`src/rtl/mem_arb.sv`:
```
`timescale 1ns/1ps
// mem_arb: arbiter and sequencer for the shared memory port (instruction fetch vs LOD/STR data).
// Build option MEM_ARB_RR_EN: on simultaneous requests, the side not served last wins (default: data first).
//
// state | meaning
// IDLE  | port free, arbitrating between if_req and d_req
// ISSUE | one-cycle memory strobe with latched address/data/we
// WAIT  | read latency countdown, rdata captured when cnt hits 0
// DONE  | one-cycle done pulse to the owner, then back to IDLE
module mem_arb #(
    parameter int AW      = 16,
    parameter int DW      = 32,
    parameter int MEM_LAT = 1
) (
    input  logic          clk,
    input  logic          rst_f,
    input  logic          if_req,
    input  logic [AW-1:0] if_addr,
    input  logic          d_req,
    input  logic          d_we,
    input  logic [AW-1:0] d_addr,
    input  logic [DW-1:0] d_wdata,
    output logic          if_gnt,
    output logic          d_gnt,
    output logic          if_done,
    output logic          d_done,
    output logic [DW-1:0] rdata,
    output logic          busy,
    output logic          mem_en,
    output logic          mem_we,
    output logic [AW-1:0] mem_addr,
    output logic [DW-1:0] mem_wdata,
    input  logic [DW-1:0] mem_rdata
);

    typedef enum logic [1:0] {IDLE, ISSUE, WAIT, DONE} state_t;

    localparam logic [3:0] LAT_LOAD = 4'(MEM_LAT - 1);

    state_t     state;
    logic [3:0] cnt;
    logic       owner;
    logic       pick_d;

`ifdef MEM_ARB_RR_EN
    logic last_d;
    assign pick_d = d_req & ~(if_req & last_d);
`else
    assign pick_d = d_req;
`endif

    // mem_we doubles as the latched write flag: it is still valid in ISSUE when the path is chosen.
    always_ff @(posedge clk or negedge rst_f) begin
        if (!rst_f) begin
            state     <= IDLE;
            cnt       <= 4'd0;
            owner     <= 1'b0;
            if_gnt    <= 1'b0;
            d_gnt     <= 1'b0;
            if_done   <= 1'b0;
            d_done    <= 1'b0;
            rdata     <= '0;
            busy      <= 1'b0;
            mem_en    <= 1'b0;
            mem_we    <= 1'b0;
            mem_addr  <= '0;
            mem_wdata <= '0;
`ifdef MEM_ARB_RR_EN
            last_d    <= 1'b1;
`endif
        end else begin
            case (state)
                IDLE: begin
                    if (if_req || d_req) begin
                        state    <= ISSUE;
                        owner    <= pick_d;
                        if_gnt   <= ~pick_d;
                        d_gnt    <= pick_d;
                        busy     <= 1'b1;
                        mem_en   <= 1'b1;
                        mem_we   <= pick_d & d_we;
                        mem_addr <= pick_d ? d_addr : if_addr;
                        if (pick_d) begin
                            mem_wdata <= d_wdata;
                        end
                    end
                end
                ISSUE: begin
                    mem_en <= 1'b0;
                    mem_we <= 1'b0;
                    if (mem_we) begin
                        state   <= DONE;
                        if_done <= ~owner;
                        d_done  <= owner;
                    end else begin
                        cnt   <= LAT_LOAD;
                        state <= WAIT;
                    end
                end
                WAIT: begin
                    if (cnt != 4'd0) begin
                        cnt <= cnt - 4'd1;
                    end else begin
                        rdata   <= mem_rdata;
                        state   <= DONE;
                        if_done <= ~owner;
                        d_done  <= owner;
                    end
                end
                DONE: begin
                    state   <= IDLE;
                    if_done <= 1'b0;
                    d_done  <= 1'b0;
                    if_gnt  <= 1'b0;
                    d_gnt   <= 1'b0;
                    busy    <= 1'b0;
`ifdef MEM_ARB_RR_EN
                    last_d  <= owner;
`endif
                end
                default: state <= IDLE;
            endcase
        end
    end

endmodule
```
`config.mk`:
```
export PLATFORM = sky130hd
export DESIGN_NAME = mem_arb
export DESIGN_NICKNAME = d
export VERILOG_FILES = /design/src/rtl/mem_arb.sv
export SDC_FILE = /design/constraint.sdc
export NUM_CORES = 1
export LEC_CHECK = 0
export CORE_MARGIN = 2
export CORE_UTILIZATION = 30
export CTS_BUF_LIST = sky130_fd_sc_hd__clkbuf_8
export DETAILED_ROUTE_END_ITERATION = 8
export PLACE_DENSITY_LB_ADDON = 0.25
export RECOVER_POWER = 100
export SYNTH_ARGS = -nofsm -noshare
export SYNTH_HDL_FRONTEND = slang
export SYNTH_SLANG_ARGS = --single-unit
```
`constraint.sdc`:
```
create_clock -name clk -period 4.4 [get_ports clk]
set_input_delay 0.44 -clock clk [delete_from_list [all_inputs] [get_ports clk]]
set_output_delay 0.44 -clock clk [all_outputs]
set_load 0.03 [all_outputs]
```
run_1/layer_met1.png
Supply wires on this layer in grey.
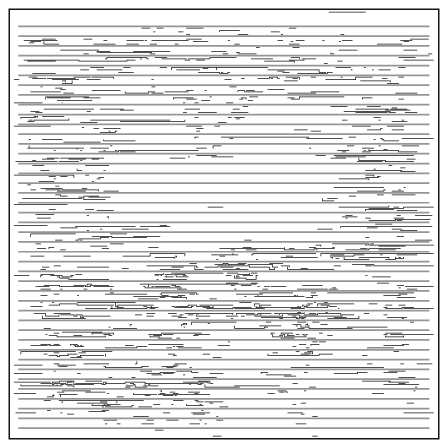
The layer carries 3810 um of wire. The longest straight run is 32.2 um. The layer holds 41% of the routed length.
M1 GR Usage: 15.97%
final WL: 9.201 mm
Via Count: 2896

run_1/layer_met2.png
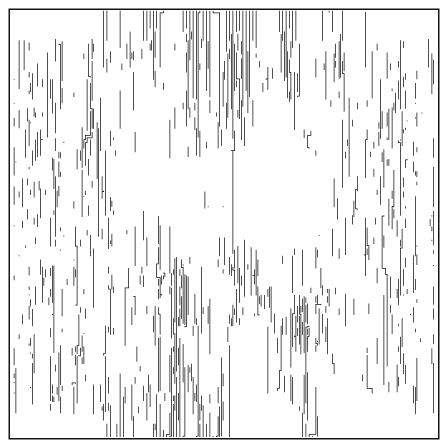
The wires run mostly vertical. The layer holds 45% of the routed length. The longest straight run is 35.4 um. 510 nets have wire on it.
GRT met2 Usage: 20.29%

run_1/layer_met3.png
Bar = 20 um.
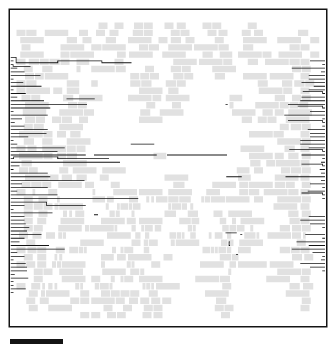
The layer carries 1080 um of wire. The wires run mostly horizontal. The longest straight run is 47.6 um. 123 nets have wire on it. The layer holds 12% of the routed length.
GR Util met3: 6.322%

run_1/logic_types.png
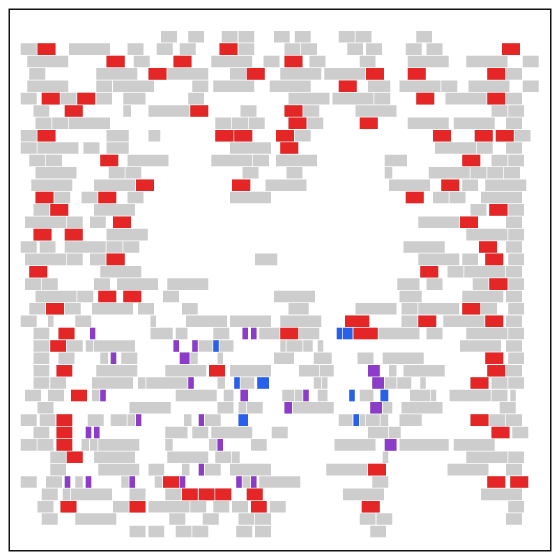
Purple marks nand cells, cells 28. Blue marks nor cells, cells 9. Red marks mux cells, cells 84, where all over the die.
most used logic cell in the final layout: clkdlybuf4s50_1
combinational share of cell area: 23.68%
Layout Cells excl Fill: 649

==> job_summary.md, run 1 <==
### Yosys + OpenROAD results

| Metric | Value |
|---|---|
| Run status | complete, but fails checks |
| Failing checks | capacitance limit, slew limit |
| Leading power group | combinational cells |
| Fin area | 0.006135 mm^2 |
| Hold Path Sink | mem_addr[9]$_DFFE_PN0P_ |
| Largest regs | mem_wdata: 32 flops, rdata: 32 flops, mem_addr: 16 flops |
| Synth area leader | dfrtp_1 |
| # Max-Cap Violations | 2 |
| First-pass GRT wire length | 14.95 mm |
| P_leak | 2.647 nW |
| Slowest stage delay, CP | 1.22 ns |
| Top layer in use | met4 |
| Syn nets | 393 |
| Crit path depth | 5 |
| AO/OA Area Share | 6.301% |
| Pre-CTS WS | 1.965 ns |
| R2r startpoint | state[0]$_DFFE_PN0P_ |
| Vias in the first global route | 2957 |
| Clock buf count | 11 |
| Distinct lib cells used | 36 |
| Final-layout fill cell count | 1224 |
| Top logic cells by instance count in the layout | clkdlybuf4s50_1, dfrtp_1, dlygate4sd3_1 |
| Setup Buffers After CTS | 0 |
| Registers | 94 |
| CTS tree | built |
| Signal buffers share of area | 30.78% |
| Gr usage total | 13.32% |
| Row count | 41 |
| Register share after synthesis | 59.53% |
| Initial antenna violation count | 0 |
| Yosys xor share | 0% |
| Hold Slack | 0.4832 ns |
| CP bufs+invs | 2 |
| Largest net degree at the start of global routing | 55 |
| Root Driver | clkbuf_8 |
| Logic area | 0.001453 mm^2 |
| PortBufs | 187 |
| Final hold violations | 0 |
| Power Combinational | 2.55 mW |
| Power consumption | 4.634 mW |
| Slew Limit Fails | 87 |
| Yosys stat cell total | 286 |
| I/O pins | 188 |
| Seq group | 1.51 mW |
| Worst hold stages | 2 |
| Clock sink count | 94 |
| Slew HR | -87.21% |
| Fin crit period | 3.030 ns |
| Clock Latency Late Sink | 0.36 ns |
| Critical Path RT | 4.64 ns |
| Syn Inst Count | 286 |
| Worst vdd ir | 333.0 uV |
| WP data arrival | 3.27 ns |
| Total gr overflow | 0 |
| GPL Wtd Cong | 0.7056 |
| Hold WC Path Type | flop to flop |
| CTS H-tree lvls | 3 |
| Type of destination of the critical path | flop |
| Average cell area after synthesis | 13.82 um^2 |
| Crit path kind | flop to flop |
| Simple share | 5.636% |
| Placed inst area | 0.005976 mm^2 |
| Yosys chip area | 0.003951 mm^2 |
| Worst slew pin tran | 2.808 ns |
| Clock Skews | 0.005790 ns |
| Plain + repair buffers | 191 |
| Clk pwr share | 12.4% |
| DP HPWL | 6.896 mm |
| Horiz. Die Dim | 118.8 um |
| DR DRC count | 0 |
| Leading cell kind | sequential cells |
| Flop pwr share | 32.6% |
| Routed Antenna Nets | 0 |
| Clock network power | 577 uW |
| Detailed Route Iter0 Violations | 61 |
| Total power density per cell area | 755.5 mW/mm^2 |
| Tap cells | 172 |
| Dominant register cell | dfrtp_1 |
| Vias/cell | 4.462 |
| Hold Startpoint | mem_addr[9]$_DFFE_PN0P_ |
| Top Family by Delay on Critical Path | buffers and inverters |
| Top Usage Layer GRT | met2 |
| ANT cells | 0 |
| Metal-1 WL | 3.813 mm |
| Post-synth EDFFs | 0 |
| Fmax | 0.3301 GHz |
==> run 2: changes to the inputs <==
==> constraint.sdc (replaced) <==
create_clock -name clk -period 2.7 [get_ports clk]
set_input_delay 0.27 -clock clk [delete_from_list [all_inputs] [get_ports clk]]
set_output_delay 0.27 -clock clk [all_outputs]
set_load 0.03 [all_outputs]
==> run 2 against run 1 <==
Net effect: the run now ends clean; sequential share of layout area decreased by 0.27 points; die size unchanged; sequential power increased by 63%; via count increased by 0.59%; register-to-register slack got worse by 0.86 ns; largest power group unchanged; flip-flop count unchanged; clock skew increased by 0.0054 ns; design area increased by 0.71%; combinational power increased by 63%; first-iteration DRC count increased by 39%.
==> job_summary.md, run 2 <==
### Yosys + OpenROAD results

| Metric | Value |
|---|---|
| Type of destination of the critical path | flop |
| Vias/cell | 4.468 |
| CTS H-tree lvls | 3 |
| Hold Slack | 0.4767 ns |
| Setup Buffers After CTS | 0 |
| Pre-CTS WS | 0.6257 ns |
| Hold Startpoint | mem_addr[12]$_DFFE_PN0P_ |
| Largest net degree at the start of global routing | 52 |
| Total gr overflow | 0 |
| Crit path kind | flop to flop |
| Combinational share of cell area | 23.53% |
| Detailed Route Iter0 Violations | 85 |
| Fin crit period | 2.187 ns |
| Logic area | 0.001454 mm^2 |
| Clock Latency Late Sink | 0.36 ns |
| Register share after synthesis | 59.53% |
| Critical Path RT | 2.95 ns |
| Slowest stage delay, CP | 0.63 ns |
| Vias in the first global route | 3062 |
| Final hold violations | 0 |
| Seq group | 2.46 mW |
| R2r startpoint | state[0]$_DFFE_PN0P_ |
| Initial antenna violation count | 0 |
| Largest regs | mem_wdata: 32 flops, rdata: 32 flops, mem_addr: 16 flops |
| Top logic cells by instance count in the layout | clkdlybuf4s50_1, dfrtp_1, dlygate4sd3_1 |
| Routed Antenna Nets | 0 |
| Horiz. Die Dim | 118.8 um |
| Worst vdd ir | 615.7 uV |
| Signal buffers share of area | 31.23% |
| Distinct lib cells used | 36 |
| Gr usage total | 13.54% |
| GPL Wtd Cong | 0.6573 |
| Clock sink count | 94 |
| Yosys chip area | 0.003951 mm^2 |
| Simple share | 5.636% |
| Placed inst area | 0.006003 mm^2 |
| WP data arrival | 2.44 ns |
| Worst hold stages | 2 |
| Worst slew pin tran | 1.310 ns |
| Hold Path Sink | mem_addr[12]$_DFFE_PN0P_ |
| Dominant register cell | dfrtp_1 |
| CTS tree | built |
| DR DRC count | 0 |
| Metal-1 WL | 4.006 mm |
| Slew HR | 12.69% |
| Run status | completed |
| Slew Limit Fails | 0 |
| Post-synth EDFFs | 0 |
run_2/layer_met4.png
Supply wires on this layer in grey.
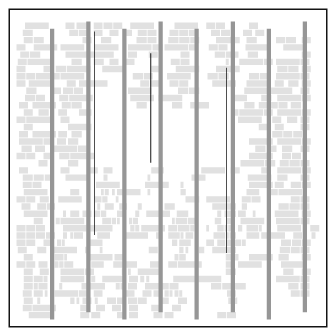
2 nets have wire on it. The layer carries 186 um of wire.
Via Count: 2913
final WL: 9.264 mm

No activity file was given, so power comes from the tool's default toggle rates.
